run_1/floorplan.png
Scale bar: 20 um. Pins as bars on the die edge.
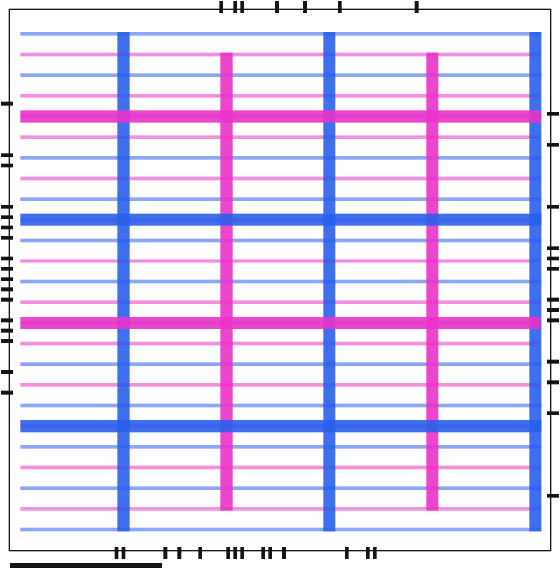
run_1/class_map.png
Scale bar: 20 um.
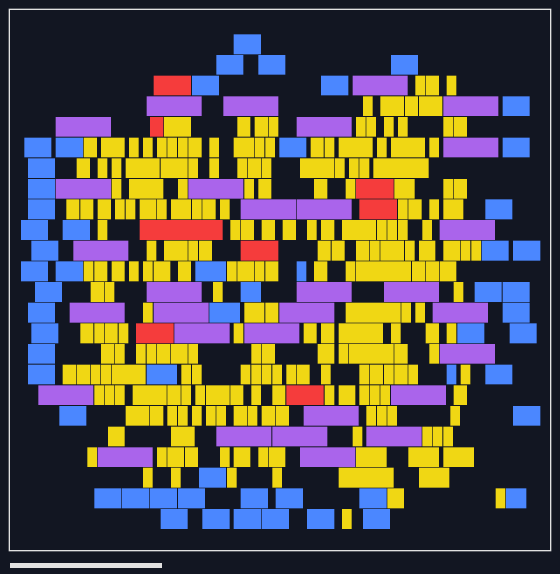
run_1/clock_wires.png
Scale bar: 20 um.
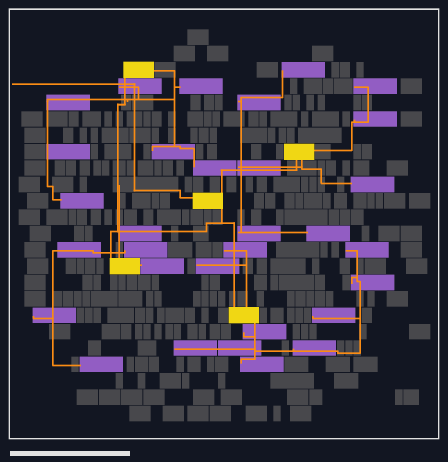
==> config.mk <==
export PLATFORM = sky130hd
export DESIGN_NAME = change_dispenser
export DESIGN_NICKNAME = d
export VERILOG_FILES = /design/src/rtl/change_dispenser.sv
export SDC_FILE = /design/constraint.sdc
export NUM_CORES = 1
export LEC_CHECK = 0
export ABC_AREA = 1
export CAP_MARGIN = 10
export CORE_UTILIZATION = 40
export DETAILED_ROUTE_END_ITERATION = 7
export GPL_TIMING_DRIVEN = 0
export PLACE_DENSITY = 0.8
export SYNTH_ARGS = -nofsm -noshare
export SYNTH_HDL_FRONTEND = slang
export SYNTH_SLANG_ARGS = --single-unit
==> constraint.sdc <==
create_clock -name clk -period 4.3 [get_ports clk]
set_clock_uncertainty 0.15 [all_clocks]
set_input_delay 0.43 -clock clk [delete_from_list [all_inputs] [get_ports clk]]
set_output_delay 0.43 -clock clk [all_outputs]
set_load 0.005 [all_outputs]
==> impl_results.rst <==
Flow metrics
------------

.. list-table::
   :header-rows: 1

   * - Metric
     - Value
   * - Pin slew with the least headroom to its limit
     - 0.526 ns
   * - Crit path max-delay family
     - buffers and inverters
   * - Highest clock rate
     - ~430 MHz
   * - Routed wirelength normalized by instance count
     - between 10 and 15 um
   * - Effective utilization at floorplan
     - between 40% and 50%
   * - Number of cells in the yosys synthesis report
     - around 270
   * - Power dissipated by switching net loads
     - roughly 0.00052 W
   * - Layout overhead on the synthesized area
     - 35.2%
   * - Complex-gate fraction of the synthesized area
     - approximately 17%
   * - DRC violations left
     - 3
   * - Diode insertion count for antenna repair
     - 0
   * - Synth Net Count
     - just over 300
   * - Reported leakage power
     - 1.13 nW
   * - DPL Wire Length
     - between 3 and 4 mm
   * - Smallest hold slack
     - around 0.32 ns
   * - Slowest stage cell, crit path
     - sky130_fd_sc_hd__dfxtp_1
   * - Period minus WS final
     - around 2.3 ns
   * - Depth of the critical timing path with buffers and inverters included
     - 3
   * - Most used standard cells in the synthesized netlist
     - 73 x sky130_fd_sc_hd__nand2_1, 31 x sky130_fd_sc_hd__dfxtp_1, 27 x sky130_fd_sc_hd__inv_1
   * - Count of placed standard cells in the final layout, fillers left out
     - about 380
   * - Most used flip-flop cell
     - sky130_fd_sc_hd__dfxtp_1
   * - Synthesized area per cell
     - 7.11 um2
   * - Share of the yosys chip area belonging to registers
     - between 30% and 40%
   * - Total power divided by cell area
     - ~500 mW/mm2
   * - Post-synthesis instance area
     - 0.00191 mm2
   * - Clock root buffer
     - sky130_fd_sc_hd__clkbuf_8
   * - Crit path kind
     - reg2out
   * - I/O Pins
     - 51
   * - Number of resized instances in the post-cts repair step
     - 0
   * - Antenna violations before repair
     - 0
   * - Switching power share of the total
     - just under 40%
   * - Multiplexer share of the synthesized area
     - 0%
   * - GP Congestion
     - around 0.84
   * - Biggest area contributors in the synthesized netlist
     - sky130_fd_sc_hd__dfxtp_1 32%, sky130_fd_sc_hd__nand2_1 14%, sky130_fd_sc_hd__inv_1 5.3%
   * - Pre-antenna DRT Iters
     - 8
   * - Post-synthesis simple-gate area fraction
     - slightly below 30%
   * - Area of combinational cells with multiple inputs
     - between 0.001 and 0.0015 mm2
   * - Met2 routed WL
     - 2.10 mm
   * - Async set-reset flop share out of synthesis
     - 0%
   * - Part of the total power dissipated in sequential elements
     - 31.0%
   * - Dominant non-sequential cell family after synthesis
     - simple AND/OR/NAND/NOR gates
   * - Aggregate negative setup slack
     - 0 ns
   * - Number of CTS-inserted buffers
     - 5
   * - Count of placed standard cells including taps
     - around 370
   * - Cells after synthesis
     - around 270
   * - Count of buffers added by post-CTS timing repair for setup
     - 0
   * - Final count of pins violating max slew
     - 0
   * - Tcrit/Tclk final
     - around 54%
   * - Maximum fanout along the worst path
     - 7
   * - Largest net degree at the start of global routing
     - 11
   * - Total via count in the routed design
     - between 1500 and 2000
   * - Cell chain of the critical path
     - inv_1, nor2_1, clkdlybuf4s50_1
   * - Clk pin slew, worst setup/hold paths
     - 0.07 ns
   * - Xor/xnor share
     - ~3.7%
   * - Post-synthesis sequential element count
     - 31
   * - Most common logic cells in the final layout
     - 73 x sky130_fd_sc_hd__nand2_1, 49 x sky130_fd_sc_hd__clkdlybuf4s50_1, 31 x sky130_fd_sc_hd__dfxtp_1
   * - Largest stage delay on the critical path
     - between 0.5 and 0.6 ns
   * - Worst Reg-to-Reg Cells
     - 6
   * - Result of the run
     - finished, violations left
   * - Distinct lib cells
     - 31
   * - Total count of hold-check failures in the final report
     - 0
   * - Cell-internal power
     - 0.000804 W
   * - Number of levels in the clock H-tree
     - 2
   * - Failing checks
     - design-rule violations
   * - Unrepaired setup endpoints after global routing
     - no
   * - Top layer in use
     - met4
   * - Leading cell type in the layout, fill and taps excluded
     - sky130_fd_sc_hd__nand2_1
   * - Required time of the worst setup path
     - between 3 and 4 ns
   * - CTS sink count
     - 31
   * - Number of warnings issued by yosys
     - 0
   * - YS chip area
     - between 0.0015 and 0.002 mm2
   * - DR iter-0 viols
     - between 150 and 200
   * - Clock tree buffer depth
     - 2
   * - Cell type with the largest total area after synthesis
     - sky130_fd_sc_hd__dfxtp_1
   * - Adder and majority cell fraction of the synthesized area
     - approximately 7.3%
   * - Number of global-route vias before repair
     - between 1500 and 2000
   * - Fraction of post-synthesis cell area in the top cell type by area
     - between 30% and 40%
   * - Fill cell total of the finished layout
     - ~410
   * - Hold Buf Count CTS
     - 0
   * - Reg area
     - between 600 and 700 um2
   * - Total global routing overflow
     - 0
   * - Routed wire length
     - ~4.6 mm
   * - Number of cells traversed by the worst hold path
     - 2
   * - First-pass GRT wire length
     - just over 8 mm
   * - Slew margin rel.
     - 65.0%
About floorplan.png:
- VDD: magenta
- VSS: blue
- met1 rails: 25
- rows: 24
- signal pins: 51
- met4 straps: 5
die height: 71.2 um
maximum vdd ir drop: 0.242 mV
x dimension of the die: 71.2 um
CORE AREA: 0.00447 mm2

About class_map.png:
- registers: purple (cells 31; share of their area 25%)
- remaining buffers and delay cells: blue (cells 56; share of their area 22%)
- remaining logic cells: yellow (cells 231; share of their area 49%)
- clock drivers and dummy loads: red (cells 8; share of their area 4.7%)
post-layout utilization of the core: 57.8%
number of core rows: 24
post-route cell area: 0.00259 mm2
sequential fraction of total cell area: 24.0%

About clock_wires.png:
- clock-net drivers: yellow (count 5)
- flip-flops: purple (count 31)
- clock wires: orange (length 469 um)
- routed clock nets: 6
- flops lie: all over the die
relative contribution of the clock network to total power: 22.8%
Clock Power: 0.000302 W
Clock Latency Late Sink: 0.29 ns

==> run 1: power groups by stage <==
stage | clock (W) | sequential, W | combinational [W]
CTS | 0.000309 | 0.000410 | 0.000614
global route | 0.000323 | 0.000419 | 0.000695
detailed placement | 0 | 0.000415 | 0.000605
floorplan | 0 | 0.000407 | 0.000415
finish | 0.000302 | 0.000410 | 0.000611
global placement | 0 | 0.000414 | 0.000590
==> run 1: layer usage <==
metal | vias to the layer above | GRT usage (%)
met4 | 0 | 7.78
met3 | 10 | 5.56
met5 | - | 0
met1 | 839 | 26.5
li1 | 993 | -
met2 | 56 | 31.7
==> run 1: final cells by class <==
type / instances / share of cell area (%)
Multi-Input combinational cell: 199 / 43.1
Buffer: 7 / 2.18
Sequential cell: 31 / 24.0
Timing Repair Buffer: 49 / 19.0
Clock inverter: 2 / 1.35
Tap cell: 52 / 2.52
Clock buffer: 6 / 3.19
Inverter: 32 / 4.74
==> run 1: kinds of logic after synthesis <==
group,after synthesis
buf+inv,39
other cells,1
compound gates,61
fa+ha+maj,10
simple gates,119
xor+xnor,8
flops,31
==> run 1: worst reg2reg max path: stages (launching register included) <==
cell and delay [ns]:
sky130_fd_sc_hd__dfxtp_1 0.55, sky130_fd_sc_hd__inv_1 0.23, sky130_fd_sc_hd__ha_1 0.26, sky130_fd_sc_hd__fa_1 0.42, sky130_fd_sc_hd__o21ai_0 0.24, sky130_fd_sc_hd__o21ai_1 0.09, sky130_fd_sc_hd__a21oi_1 0.13
==> run 1: metrics by stage <==
stage                     cell area [um2]  setup slack, ns  utilization [%]  power, W
after floorplan                      1910             2.46                -  0.000822
after global placement               2470             2.20             55.2   0.00100
after detailed placement             2470             2.22             55.2   0.00102
after CTS                            2590             1.98             57.8   0.00133
after global routing                 2590             1.92             57.8   0.00144
final                                2590             1.98             57.8   0.00132
Power is estimated from default activity; no workload was simulated.
